[src/rtl/hazard_ctrl.sv]
// Pipeline hazard controller: arbitrates memory waits, control-transfer
// redirects and load-use interlocks into pipeline-register enables, and
// keeps a saturating count of stalled fetch cycles.
module hazard_ctrl (
    input  logic        clk,
    input  logic        reset,
    input  logic [4:0]  id_rs1,
    input  logic [4:0]  id_rs2,
    input  logic        id_uses_rs1,
    input  logic        id_uses_rs2,
    input  logic [4:0]  ex_rd,
    input  logic        ex_is_load,
    input  logic        imem_req,
    input  logic        imem_resp,
    input  logic        dmem_req,
    input  logic        dmem_resp,
    input  logic        ex_br_taken,
    input  logic        clr_cnt,
    output logic        load_if,
    output logic        load_id,
    output logic        load_ex,
    output logic        load_mem,
    output logic        load_wb,
    output logic        bubble_ex,
    output logic        flush_id,
    output logic        mem_ex_rdata_hazard,
    output logic [1:0]  state,
    output logic [15:0] stall_cnt
);

    // state | meaning
    // RUN        | previous cycle advanced normally
    // MEM_WAIT   | previous cycle froze the pipe for a memory handshake
    // LU_BUBBLE  | previous cycle held IF/ID and inserted a bubble for load-use
    // REDIRECT   | previous cycle squashed IF/ID for a control transfer
    localparam logic [1:0] ST_RUN       = 2'd0;
    localparam logic [1:0] ST_MEM_WAIT  = 2'd1;
    localparam logic [1:0] ST_LU_BUBBLE = 2'd2;
    localparam logic [1:0] ST_REDIRECT  = 2'd3;

    logic [1:0]  state_q, state_d;
    logic        pending_flush_q, pending_flush_d;
    logic [15:0] stall_cnt_q, stall_cnt_d;

    logic memwait;
    logic lu;
    logic redirect;

    logic load_if_c, load_id_c, load_ex_c, load_mem_c, load_wb_c;
    logic bubble_ex_c, flush_id_c, hazard_c;

    // Hazard detection terms, all purely from current inputs and the pending flag.
    always_comb begin
        memwait  = (imem_req & ~imem_resp) | (dmem_req & ~dmem_resp);
        lu       = ex_is_load & (ex_rd != 5'd0) &
                   ((id_uses_rs1 & (id_rs1 == ex_rd)) |
                    (id_uses_rs2 & (id_rs2 == ex_rd)));
        redirect = ex_br_taken | pending_flush_q;
    end

    // Fixed-priority action decode; the registered state never feeds back here.
    always_comb begin
        load_if_c       = 1'b1;
        load_id_c       = 1'b1;
        load_ex_c       = 1'b1;
        load_mem_c      = 1'b1;
        load_wb_c       = 1'b1;
        bubble_ex_c     = 1'b0;
        flush_id_c      = 1'b0;
        hazard_c        = 1'b0;
        state_d         = ST_RUN;
        pending_flush_d = 1'b0;
        if (memwait) begin
            load_if_c       = 1'b0;
            load_id_c       = 1'b0;
            load_ex_c       = 1'b0;
            load_mem_c      = 1'b0;
            load_wb_c       = 1'b0;
            hazard_c        = 1'b1;
            state_d         = ST_MEM_WAIT;
            // A redirect seen while frozen is parked until the pipe moves again.
            pending_flush_d = pending_flush_q | ex_br_taken;
        end else if (redirect) begin
            bubble_ex_c = 1'b1;
            flush_id_c  = 1'b1;
            state_d     = ST_REDIRECT;
        end else if (lu) begin
            load_if_c   = 1'b0;
            load_id_c   = 1'b0;
            bubble_ex_c = 1'b1;
            state_d     = ST_LU_BUBBLE;
        end
    end

    // Saturating stall counter; clear wins over increment.
    always_comb begin
        stall_cnt_d = stall_cnt_q;
        if (clr_cnt) begin
            stall_cnt_d = 16'd0;
        end else if (!load_if_c && (stall_cnt_q != 16'hFFFF)) begin
            stall_cnt_d = stall_cnt_q + 16'd1;
        end
    end

    // State, pending redirect and counter registers with async active-low reset.
    always_ff @(posedge clk or negedge reset) begin
        if (!reset) begin
            state_q         <= ST_RUN;
            pending_flush_q <= 1'b0;
            stall_cnt_q     <= 16'd0;
        end else begin
            state_q         <= state_d;
            pending_flush_q <= pending_flush_d;
            stall_cnt_q     <= stall_cnt_d;
        end
    end

    // Outputs are forced quiet while reset is held.
    always_comb begin
        load_if             = load_if_c   & reset;
        load_id             = load_id_c   & reset;
        load_ex             = load_ex_c   & reset;
        load_mem            = load_mem_c  & reset;
        load_wb             = load_wb_c   & reset;
        bubble_ex           = bubble_ex_c & reset;
        flush_id            = flush_id_c  & reset;
        mem_ex_rdata_hazard = hazard_c    & reset;
        state               = state_q;
        stall_cnt           = stall_cnt_q;
    end

endmodule

[config.mk]
export PLATFORM = sky130hd
export DESIGN_NAME = hazard_ctrl
export DESIGN_NICKNAME = d
export VERILOG_FILES = /design/src/rtl/hazard_ctrl.sv
export SDC_FILE = /design/constraint.sdc
export NUM_CORES = 1
export LEC_CHECK = 0
export ABC_CLOCK_PERIOD_IN_PS = 5350
export CAP_MARGIN = 10
export CELL_PAD_IN_SITES_DETAIL_PLACEMENT = 0
export CELL_PAD_IN_SITES_GLOBAL_PLACEMENT = 1
export CORE_MARGIN = 2
export CORE_UTILIZATION = 33
export CTS_CLUSTER_DIAMETER = 100
export CTS_CLUSTER_SIZE = 25
export DETAILED_ROUTE_END_ITERATION = 8
export PLACE_DENSITY_LB_ADDON = 0.3
export SETUP_SLACK_MARGIN = 0.3
export SYNTH_ARGS = -nofsm -noshare
export SYNTH_HDL_FRONTEND = slang
export SYNTH_SLANG_ARGS = --single-unit
[constraint.sdc]
create_clock -name clk -period 5.35 [get_ports clk]
set_input_delay 1.07 -clock clk [delete_from_list [all_inputs] [get_ports clk]]
set_output_delay 1.07 -clock clk [all_outputs]
set_load 0.01 [all_outputs]
==> flow_summary.yaml, run 1 <==
# yosys + openroad results
setup_path:
  crit_fanout: 3
  crit_arrival_ns: 3.06
  crit_type: "input port to primary output"
  worst_setup_path_end_kind: "primary output"
  crit_required_ns: 4.28
  start_kind: "input port"
clock_tree:
  ctsResizeCount: 0
  cts_htree_levels: 1
  clkLatencyLatePin_ns: 0.26
  ctsHoldBuffers: 0
  path_clk_slew_ns: 0.07
  clock-sinks: 19
  post_cts_buffers: 0
  cts_tree: "yes"
  ctsLongestPathBuffers: 2
  clock-root-buffer: "clkbuf_8"
timing:
  rsz0062_at_grt: "false"
  worst_slew_pin_slew_ns: 0.694
  setup_tns_ns: 0
  period_needed_ns: 4.13
  finalHoldViolations: 0
  maxSlewViolCount: 0
  max_freq_mhz: 242
  max-slew-margin-rel_pct: 53.6
  period_used_pct: 77.2
  setup_violations: 0
route:
  drtAntennaViolNets: 0
  routed_via_density: 4.86
  drc: 0
  drt-wirelength-per-cell_um: 12.8
  drt-pass1-iter-count: 4
  wl_mm: 2.96
  drt_iter0_markers: 46
placed_design:
  dp.cells: 227
  place_area_um2: 1770
  gp_congestion: 0.819
  dp_hpwl_mm: 2.33
  io_buffers: 51
finish:
  n_antenna_cell: 0
  area_growth_pct: 47.1
  fin_util_pct: 50.0
  instances_no_fill: 231
  final_nets: 211
  fin_area_um2: 1820
  drive_gt1_share_pct: 7.65
  fillCellCount: 361
floorplanning:
  row_count: 22
  die_x_um: 65.2
  boundaryPins: 52
  core_region_area_um2: 3630
  fp.dieArea_um2: 4250
  initial_core_util_pct: 34.0
  fp.dieH_um: 65.2
pwr:
  total_power_uw: 321
  power_leakage_uw: 0.000712
  p_per_area_nw_per_um2: 177
  peakVddDrop_mv: 0.156
logic_synthesis:
  syn_area_um2: 1240
  post_synth.cell_area_avg_um2: 9.29
  numSynthFlops: 19
  syn_inst: 133
  ys_seq_share_pct: 38.5
  synth_cell_types: 34
  ys_area_um2: 1240
  syn_nets: 160
  yosysWarningCount: 0
  yosys_cells: 133
global_routing:
  grt_overflow: 0
  grt_pass1_vias: 1051
  grt_antenna_before_repair: 0
  grt_pass1_wl_mm: 4.93
  grt_max_degree: 20
  grt.total_usage_pct: 14.8
flow_run:
  warning_count: 26
  cap_violations: 0
min_path:
  hp-class: "flip-flop to flip-flop"
run_status:
  status: "completed"
## run 1: worst max-delay path: stages
cell and delay [ns]:
clkdlybuf4s50_1 0.47, or4_1 0.54, o21a_1 0.21, a31oi_1 0.20, clkdlybuf4s50_1 0.57
## run 1: synth_stat cells, drive strengths merged
master	count	share of area (%)
a21oi	4	1.6
or4	3	1.8
a211oi	1	0.61
a31o	1	0.71
nor4	2	1.5
nor3	5	2.4
mux2	3	3.6
o31ai	2	1.2
and3	3	1.5
nand3	8	4.3
ha	1	1.0
a31oi	1	0.51
dfrtp	19	38
inv	8	2.4
nand4	9	5.8
xor2	7	5.0
xnor2	12	8.5
clkbuf	1	0.30
nand2	11	3.9
mux2i	1	0.81
a22oi	1	0.61
o21a	1	0.61
buf	5	3.0
nor2	17	5.2
nor2b	5	2.5
o22ai	1	1.0
nor3b	1	1.0
## run 1: worst paths after layout
| check | startpoint | end | slack, ns | cells after the start |
|---|---|---|---|---|
| setup / recovery | ex_rd[2] | load_if | 1.22 | 5 |
| hold / removal | pending_flush_q | state[0] | 0.54 | 2 |
| setup reg to reg | pending_flush_q | stall_cnt[8] | 3.24 | 5 |
| hold reg to reg | pending_flush_q | state[0] | 0.54 | 2 |
| max in group asynchronous | reset | stall_cnt[1] | 3.63 | 2 |
| min in group asynchronous | reset | stall_cnt[12] | 1.16 | 1 |
## run 1: stage by stage
stage	setup WS (ns)	hold slack [ns]
finish	1.22	0.542
floorplan	2.03	0.482
global placement	1.23	0.527
CTS	1.21	0.545
global route	1.14	0.581
detailed placement	1.22	0.526
## run 1: flip-flops by register name (all words and copies together), names as in the netlist
register,count
pending_flush_q,1
stall_cnt,16
state,2
## run 1: per-layer routing
layer  track usage (%)  routed length (um)  part of all wire [%]  up-vias
met5                 0                   0                     0        -
met4              3.91                  27                  0.91        0
met3              3.42                 129                   4.4        4
met2              25.3                1480                    50       26
met1              18.8                1320                    45      533
li1                  -                   -                     -      560
## run 1: where the power goes
| part | switching (uW) | leakage (uW) | internal (uW) | total [uW] |
|---|---|---|---|---|
| clock network | 46.7 | 0.0000228 | 53.0 | 99.8 |
| logic | 31.0 | 0.000432 | 39.8 | 70.8 |
| registers | 3.06 | 0.000257 | 147 | 150 |
## run 1: kinds of logic after synthesis
logic type / share of synthesized area (%)
buffers and inverters: 5.77
and+or+nand+nor: 30.0
AOI/OAI and AO/OA: 6.88
DFF: 38.5
adders and majority gates: 1.01
muxes: 4.45
xor gates and xnor gates: 13.5
## run 1: final cells by class
| class | count | area, um2 | share of cell area [%] |
|---|---|---|---|
| Clock buffer | 4 | 45.0 | 2.48 |
| Inverter | 8 | 30.0 | 1.65 |
| Multi-Input combinational cell | 100 | 689 | 37.9 |
| Sequential cell | 19 | 475 | 26.2 |
| Tap cell | 48 | 60.1 | 3.30 |
| Timing Repair Buffer | 52 | 518 | 28.5 |
## run 1: cell usage in the layout (no fill, tap or decap), drive strengths merged, types with 5 or more instances in the layout
cell           synthesis  final
clkdlybuf4s50          0     51
dfrtp                 19     19
inv                    8      8
nand2                 11     11
nand3                  8      8
nand4                  9      9
nor2                  17     17
nor2b                  5      5
nor3                   5      5
xnor2                 12     12
xor2                   7      7
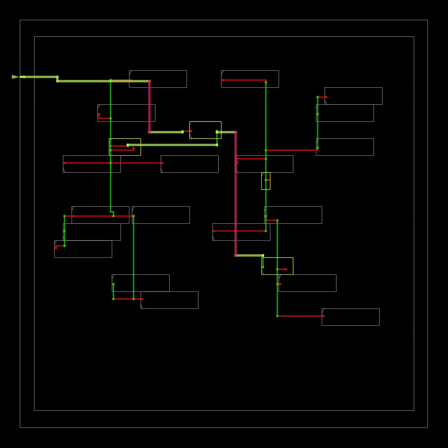
*Clock nets, run 1*
CTS Buf Count: 3
clock buf count: 4
clk_skew: 0.00277 ns

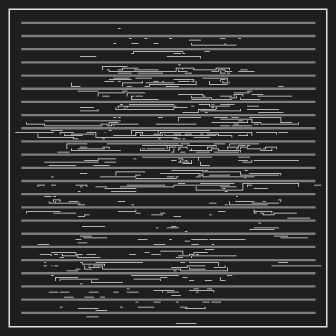
*Metal 1, run 1*
Supply wires on this layer in grey.
The layer carries 1320 um of wire. The wires run mostly horizontal. The longest straight run is 18.9 um. The layer holds 45% of the routed length. 182 nets have wire on it.
global-route met1 utilization: 18.8%
via count: 1123

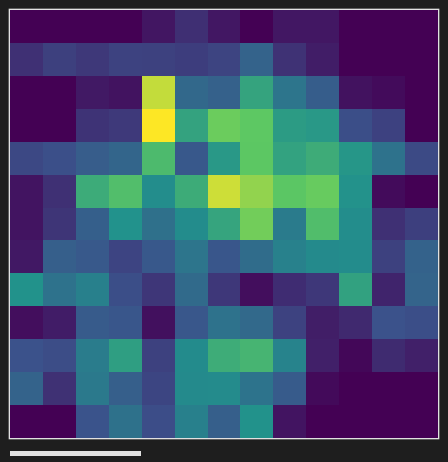
*Wiring heat map, run 1*
The bar under the picture is 20 um long. The die is cut into 13 by 13 equal tiles; dark purple is low, yellow is high, scaled to the fullest tile. Values are wire area over tile area, all layers added.
17% of the tiles are nearly empty. The emptiest ninth of the die: south-east. The mean over all tiles is 0.11. The densest ninth of the die: centre. 19% of the tiles are over half the peak.

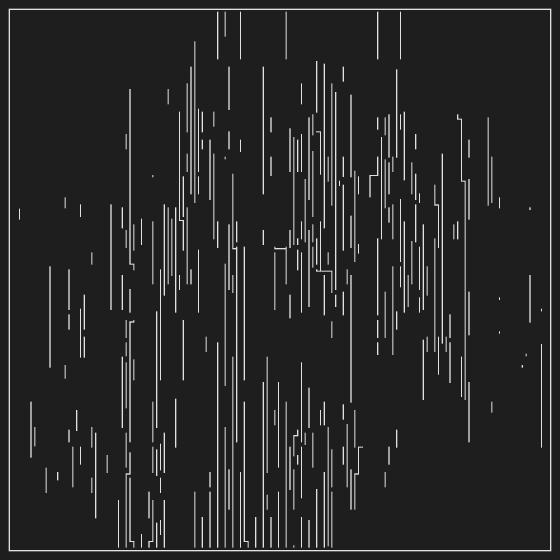
*Met2 routing, run 1*
186 nets have wire on it. The wires run mostly vertical. The layer carries 1480 um of wire.

### Signal wires on met3, run 1

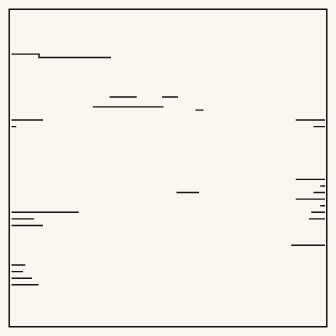

## Run 2: what changed since run 1
--- a/config.mk
+++ b/config.mk
@@ -5,12 +5,12 @@
 export SDC_FILE = /design/constraint.sdc
 export NUM_CORES = 1
 export LEC_CHECK = 0
-export ABC_CLOCK_PERIOD_IN_PS = 5350
+export ABC_CLOCK_PERIOD_IN_PS = 3350
 export CAP_MARGIN = 10
 export CELL_PAD_IN_SITES_DETAIL_PLACEMENT = 0
 export CELL_PAD_IN_SITES_GLOBAL_PLACEMENT = 1
 export CORE_MARGIN = 2
-export CORE_UTILIZATION = 33
+export CORE_UTILIZATION = 28
 export CTS_CLUSTER_DIAMETER = 100
 export CTS_CLUSTER_SIZE = 25
 export DETAILED_ROUTE_END_ITERATION = 8
==> constraint.sdc (replaced) <==
create_clock -name clk -period 3.35 [get_ports clk]
set_input_delay 0.67 -clock clk [delete_from_list [all_inputs] [get_ports clk]]
set_output_delay 0.67 -clock clk [all_outputs]
set_load 0.01 [all_outputs]
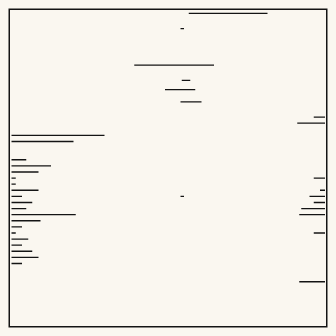
*Signal wires on met3, run 2*
The longest straight run is 20.5 um. The wires run mostly horizontal.

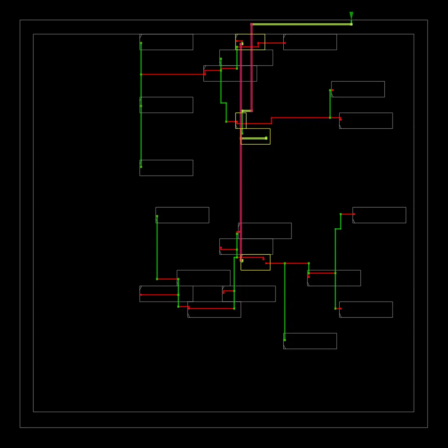
*Clock nets, run 2*
Power Clock: 163 uW
clock tree sinks: 19
clock buf count: 3
clk_lat worst skew: 0.26 ns

==> run 2 against run 1 <==
  * Clock power rose by 63%
  * Global-route usage decreased by 1.6 points
  * Sequential power is about 60% higher
  * Cell area rose by 3.0%
  * Critical path depth unchanged
  * Sequential share of layout area is 0.77 points lower
  * Power grew 62%
  * Area after synthesis unchanged
  * Sequential cell count stayed put
  * Largest cell class unchanged
==> flow_summary.yaml, run 2 <==
# yosys + openroad results
setup_path:
  path_buffers: 2
  worst_setup_path_end_kind: "primary output"
  crit_arrival_ns: 2.31
  cpLargestDelayFamily: "buffers and inverters"
  start_kind: "input port"
  crit_required_ns: 2.68
  crit_type: "input port to primary output"
  crit_chain: "clkdlybuf4s50_1 -> or4_1 -> o21a_1 -> a31oi_2 -> dlygate4sd2_1"
  crit_fanout: 3
  slowest_delay_ns: 0.50
  worst_path_max_delay_cell: "or4_1"
timing:
  max_freq_mhz: 336
  period_needed_ns: 2.98
  setup_violations: 0
  setup_tns_ns: 0
  maxSlewViolCount: 0
  setup_ws_ns: 0.370
  clock_skew_ns: 0.00342
  rsz0062_at_grt: "true"
  worst_slew_pin_slew_ns: 0.702
  max-slew-margin-rel_pct: 53.0
  finalHoldViolations: 0
  period_used_pct: 88.9
pwr:
  sw_frac_of_total_pct: 26.1
  power.clock.fraction_pct: 31.3
  p_per_area_nw_per_um2: 278
  pwr-share-seq_pct: 46.1
  power.internal_uw: 385
  peakVddDrop_mv: 0.130
  p_sw_uw: 136
  pwr-share-comb_pct: 22.6
  power_leakage_uw: 0.000752
floorplanning:
  fp.dieArea_um2: 4960
  die_x_um: 70.4
  initial_core_util_pct: 28.8
  boundaryPins: 52
  fp.dieH_um: 70.4
  core_region_area_um2: 4290
  row_count: 24
route:
  wl_mm: 3.13
  drt-wirelength-per-cell_um: 13.0
  dr_total_vias: 1160
  routed_via_density: 4.81
  drt-pass1-iter-count: 4
  drt_iter0_markers: 62
  drc: 0
  drtAntennaViolNets: 0
logic_synthesis:
  synthArstFlopShare_pct: 100
  post-synth-top-count-cell: "dfrtp_1"
  ys_area_um2: 1240
  yosysWarningCount: 0
  syn_area_um2: 1240
  synth_area_leader_cell: "dfrtp_1"
  syn_nets: 160
  netlist_top_cells_count: "19 x dfrtp_1, 17 x nor2_1, 12 x xnor2_1, 10 x nand2_1"
  numSynthFlops: 19
  synth_cell_types: 34
  synth-main-ff-cell: "dfrtp_1"
  yosys_cells: 133
  edf_count: 0
  area_leaders: "dfrtp_1 38%, xnor2_1 8.5%, nor2_1 5.2%"
  post_synth.cell_area_avg_um2: 9.29
  yosys.area.top_type_share_pct: 38.5
  ys_seq_share_pct: 38.5
  syn_inst: 133
global_routing:
  grt_pass1_vias: 1130
  grt.total_usage_pct: 13.2
  grt_overflow: 0
  grt_max_degree: 20
  grt_antenna_before_repair: 0
  grt_pass1_wl_mm: 5.18
clock_tree:
  cts_htree_levels: 1
  cts_tree: "yes"
  path_clk_slew_ns: 0.07
  ctsLongestPathBuffers: 2
  clock-root-buffer: "clkbuf_8"
  cts_buffers: 3
flow_run:
  cap_violations: 0
  warning_count: 27
finish:
  area_growth_pct: 51.5
  lay_top_cells: "48 x clkdlybuf4s50_1, 19 x dfrtp_1, 17 x nor2_1, 12 x xnor2_1, 10 x nand2_1"
  largest_reg_flops: 16
  fillCellCount: 431
  final_nets: 217
  final_common_cell: "clkdlybuf4s50_1"
  drive_gt1_share_pct: 11.6
  n_antenna_cell: 0
placed_design:
  gp_congestion: 0.810
  place_ws_ns: 0.0575
  dp_hpwl_mm: 2.48
  io_buffers: 51
run_status:
  status: "completed"
min_path:
  hp-class: "flip-flop to flip-flop"
## run 2: cell counts after synthesis
No cell type changed its count.
## run 2: final timing paths
kind                                       from  slack, ns       endpoint  cells past startpoint
worst min-delay path            pending_flush_q       0.56       state[0]                      2
worst max register to register     stall_cnt[7]       1.28  stall_cnt[13]                      6
max in group asynchronous                 reset       2.24  stall_cnt[15]                      2
worst max-delay path                   ex_rd[2]       0.37        load_if                      5
min in group asynchronous                 reset       0.61       state[1]                      1
worst min register to register  pending_flush_q       0.56       state[0]                      2
## run 2: logic make-up (layout without fill, tap and decap cells)
group                    count (synthesis)  after routing  share of synthesized area (%)
AND-OR/OR-AND                           12             12                           6.88
XOR/XNOR                                19             19                           13.5
buffers and inverters                   14             70                           5.77
AND/OR/NAND/NOR                         64             64                           30.0
multiplexers                             4              4                           4.45
flip-flops                              19             19                           38.5
adder cells (fa/ha/maj)                  1              1                           1.01
## run 2: power groups by stage
stage / Combinational (uW) / Sequential, uW / Clock [uW]
3_3_place_gp: 119 / 244 / 0
6_report: 118 / 240 / 163
2_1_floorplan: 48.7 / 246 / 0
4_1_cts: 120 / 240 / 171
3_5_place_dp: 121 / 245 / 0
5_1_grt: 130 / 241 / 184
## run 2: stage by stage
step           util (%)  instance area [um2]  hold WS [ns]  instances  power, uW
3_3_place_gp       42.3                 1820         0.524        236        363
6_report           43.6                 1870         0.561        241        521
3_5_place_dp       42.3                 1820         0.544        236        365
5_1_grt            43.6                 1870         0.612        241        555
4_1_cts            43.4                 1870         0.567        241        531
2_1_floorplan         -                 1240         0.374        133        295
## run 2: tightest hold or removal path, delay by kind of cell (launching register included)
| kind | cells | cell delay, ns |
|---|---|---|
| flip-flops | 1 | 0.33 |
| AND/OR/NAND/NOR | 2 | 0.20 |
## run 2: routing by layer
metal	part of all wire [%]	vias up	GRT usage [%]	wire (um)
met1	41	544	15.5	1290
met4	1.7	0	4.91	52
met3	6.1	5	2.89	190
met2	51	40	23.3	1590
met5	0	-	0	0
li1	-	571	-	-
## run 2: timing repair
action,4_1_cts,5_1_grt
hold buffers,0,0
endpoints found under the setup margin,3,3
buffers inserted,1,0
pin swaps,1,0
resized,3,2
## run 2: area by class of cell
class / count / area (um2) / area share [%]
multi-input cells: 100 / 696 / 37.1
flip-flops and latches: 19 / 475 / 25.4
clock buffers: 3 / 41.3 / 2.20
clock inverters: 1 / 5.00 / 0.267
repair buffers: 58 / 561 / 29.9
inverters: 8 / 30.0 / 1.60
well taps: 52 / 65.1 / 3.47
## Run 3: what changed since run 2
--- a/config.mk
+++ b/config.mk
@@ -6,7 +6,6 @@
 export NUM_CORES = 1
 export LEC_CHECK = 0
 export ABC_CLOCK_PERIOD_IN_PS = 3350
-export CAP_MARGIN = 10
 export CELL_PAD_IN_SITES_DETAIL_PLACEMENT = 0
 export CELL_PAD_IN_SITES_GLOBAL_PLACEMENT = 1
 export CORE_MARGIN = 2
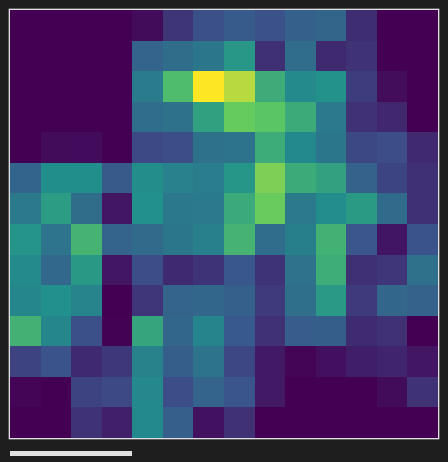
*Wiring heat map, run 3*
The bar under the picture is 20 um long. The die is cut into 14 by 14 equal tiles; dark purple is low, yellow is high, scaled to the fullest tile. Values are wire area over tile area, all layers added.
The mean over all tiles is 0.10. 14% of the tiles are over half the peak. The emptiest ninth of the die: north-west. The densest ninth of the die: north.
Overall Global Routing Usage: 13.2%
via count: 1160
routed wire length: 3.13 mm
DR WL/cell: 13.0 um

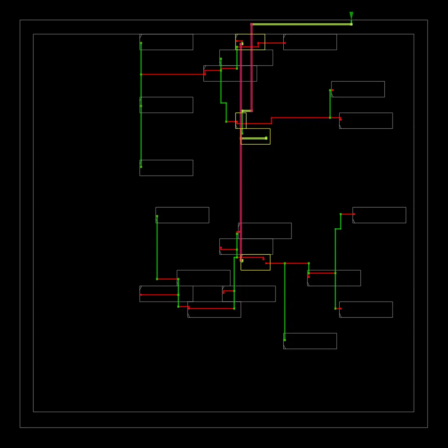
*Clock nets, run 3*
flip-flops: 19
clk_skew: 0.00342 ns

==> run 3 against run 2 <==
  * Clock skew stayed put
  * Critical path type unchanged
  * Non-clock buffer count stayed put
  * Wire length stayed put
==> flow_summary.yaml, run 3 <==
# yosys + openroad results
route:
  drt_iter0_markers: 62
  routed_via_density: 4.81
  drc: 0
  drt-pass1-iter-count: 4
  drtAntennaViolNets: 0
timing:
  period_used_pct: 88.9
  period_needed_ns: 2.98
  rsz0062_at_grt: "true"
  max_freq_mhz: 336
  finalHoldViolations: 0
  setup_violations: 0
  maxSlewViolCount: 0
  setup_ws_ns: 0.370
  worst_slew_pin_slew_ns: 0.702
  setup_tns_ns: 0
  max-slew-margin-rel_pct: 53.0
floorplanning:
  fp.dieH_um: 70.4
  row_count: 24
  fp.dieArea_um2: 4960
  boundaryPins: 52
  core_region_area_um2: 4290
  initial_core_util_pct: 28.8
  die_x_um: 70.4
clock_tree:
  ctsHoldBuffers: 0
  clock-sinks: 19
  clkLatencyLatePin_ns: 0.26
  ctsLongestPathBuffers: 2
  cts_buffers: 3
  clock-root-buffer: "clkbuf_8"
  cts_htree_levels: 1
  path_clk_slew_ns: 0.07
  cts_tree: "yes"
run_status:
  status: "completed"
logic_synthesis:
  edf_count: 0
  yosysWarningCount: 0
  post_synth.cell_area_avg_um2: 9.29
  synthArstFlopShare_pct: 100
  synth_cell_types: 34
  ys_area_um2: 1240
  netlist_top_cells_count: "19 x dfrtp_1, 17 x nor2_1, 12 x xnor2_1, 10 x nand2_1"
  syn_area_um2: 1240
  yosys_cells: 133
  ys_seq_share_pct: 38.5
  post-synth-top-count-cell: "dfrtp_1"
  area_leaders: "dfrtp_1 38%, xnor2_1 8.5%, nor2_1 5.2%"
  synth_area_leader_cell: "dfrtp_1"
  yosys.area.top_type_share_pct: 38.5
  syn_nets: 160
  syn_inst: 133
  numSynthFlops: 19
  synth-main-ff-cell: "dfrtp_1"
flow_run:
  warning_count: 27
  cap_violations: 0
global_routing:
  grt_pass1_vias: 1130
  grt_pass1_wl_mm: 5.18
  grt_max_degree: 20
  grt_antenna_before_repair: 0
  grt_overflow: 0
setup_path:
  crit_required_ns: 2.68
  worst_setup_path_end_kind: "primary output"
  crit_fanout: 3
  start_kind: "input port"
  cp-startpoint: "ex_rd[2]"
  crit_type: "input port to primary output"
  crit_arrival_ns: 2.31
  r2r-start: "stall_cnt[7]"
finish:
  area_growth_pct: 51.5
  lay_top_cells: "48 x clkdlybuf4s50_1, 19 x dfrtp_1, 17 x nor2_1, 12 x xnor2_1, 10 x nand2_1"
  drive_gt1_share_pct: 11.6
  largest_reg_flops: 16
  final_nets: 217
  n_antenna_cell: 0
  final_common_cell: "clkdlybuf4s50_1"
pwr:
  p_per_area_nw_per_um2: 278
  power_leakage_uw: 0.000752
  total_power_uw: 521
  peakVddDrop_mv: 0.130
placed_design:
  io_buffers: 51
  place_ws_ns: 0.0575
  dp_hpwl_mm: 2.48
  gp_congestion: 0.810
min_path:
  hp-class: "flip-flop to flip-flop"
  hold_start: "pending_flush_q"
==> run 3: where the power goes <==
group | leakage [uW] | internal, uW | switching (uW)
registers | 0.000257 | 235 | 5.13
logic | 0.000469 | 67.0 | 51.0
clock network | 0.0000255 | 82.8 | 80.2
==> run 3: worst paths after layout <==
| path | to | slack [ns] | cells after the start |
|---|---|---|---|
| min reg2reg | state[0] | 0.56 | 2 |
| min | state[0] | 0.56 | 2 |
| min in group asynchronous | state[1] | 0.61 | 1 |
| max | load_if | 0.37 | 5 |
| max in group asynchronous | stall_cnt[15] | 2.24 | 2 |
| max reg2reg | stall_cnt[13] | 1.28 | 6 |
==> run 3: per-layer routing <==
metal / track usage (%) / up-vias / routed length [um]
met3: 2.89 / 5 / 190
met1: 15.5 / 544 / 1290
met5: 0 / - / 0
met2: 23.3 / 40 / 1590
li1: - / 571 / -
met4: 4.91 / 0 / 52
==> run 3: worst max-delay path, stage by stage <==
cell and delay, ns:
clkdlybuf4s50_1 0.43, or4_1 0.50, o21a_1 0.22, a31oi_2 0.20, dlygate4sd2_1 0.29
==> run 3: cell families after synthesis <==
family | synth area share, %
AND/OR/NAND/NOR | 30.0
adder cells (fa/ha/maj) | 1.01
multiplexers | 4.45
flip-flops | 38.5
AND-OR/OR-AND | 6.88
XOR/XNOR | 13.5
buffers and inverters | 5.77
==> run 3: layout make-up <==
type,count,area (um2)
multi-input combinational,100,696
clock inverter,1,5.00
timing repair buffer,58,561
inverter,8,30.0
sequential,19,475
clock buffer,3,41.3
tap,52,65.1
fill,431,2420
==> run 3: what timing repair did <==
item | CTS | global route
cloned | 0 | 0
gates resized | 3 | 2
pin swaps | 1 | 0
setup endpoints to repair | 3 | 3
setup buffers | 1 | 0
==> run 3: through the flow <==
stage          hold slack [ns]  utilization, %  instance area, um2  cells
6_report                 0.561            43.6                1870    241
5_1_grt                  0.612            43.6                1870    241
4_1_cts                  0.567            43.4                1870    241
3_5_place_dp             0.544            42.3                1820    236
3_3_place_gp             0.524            42.3                1820    236
2_1_floorplan            0.374               -                1240    133
Power is estimated from default activity; no workload was simulated.
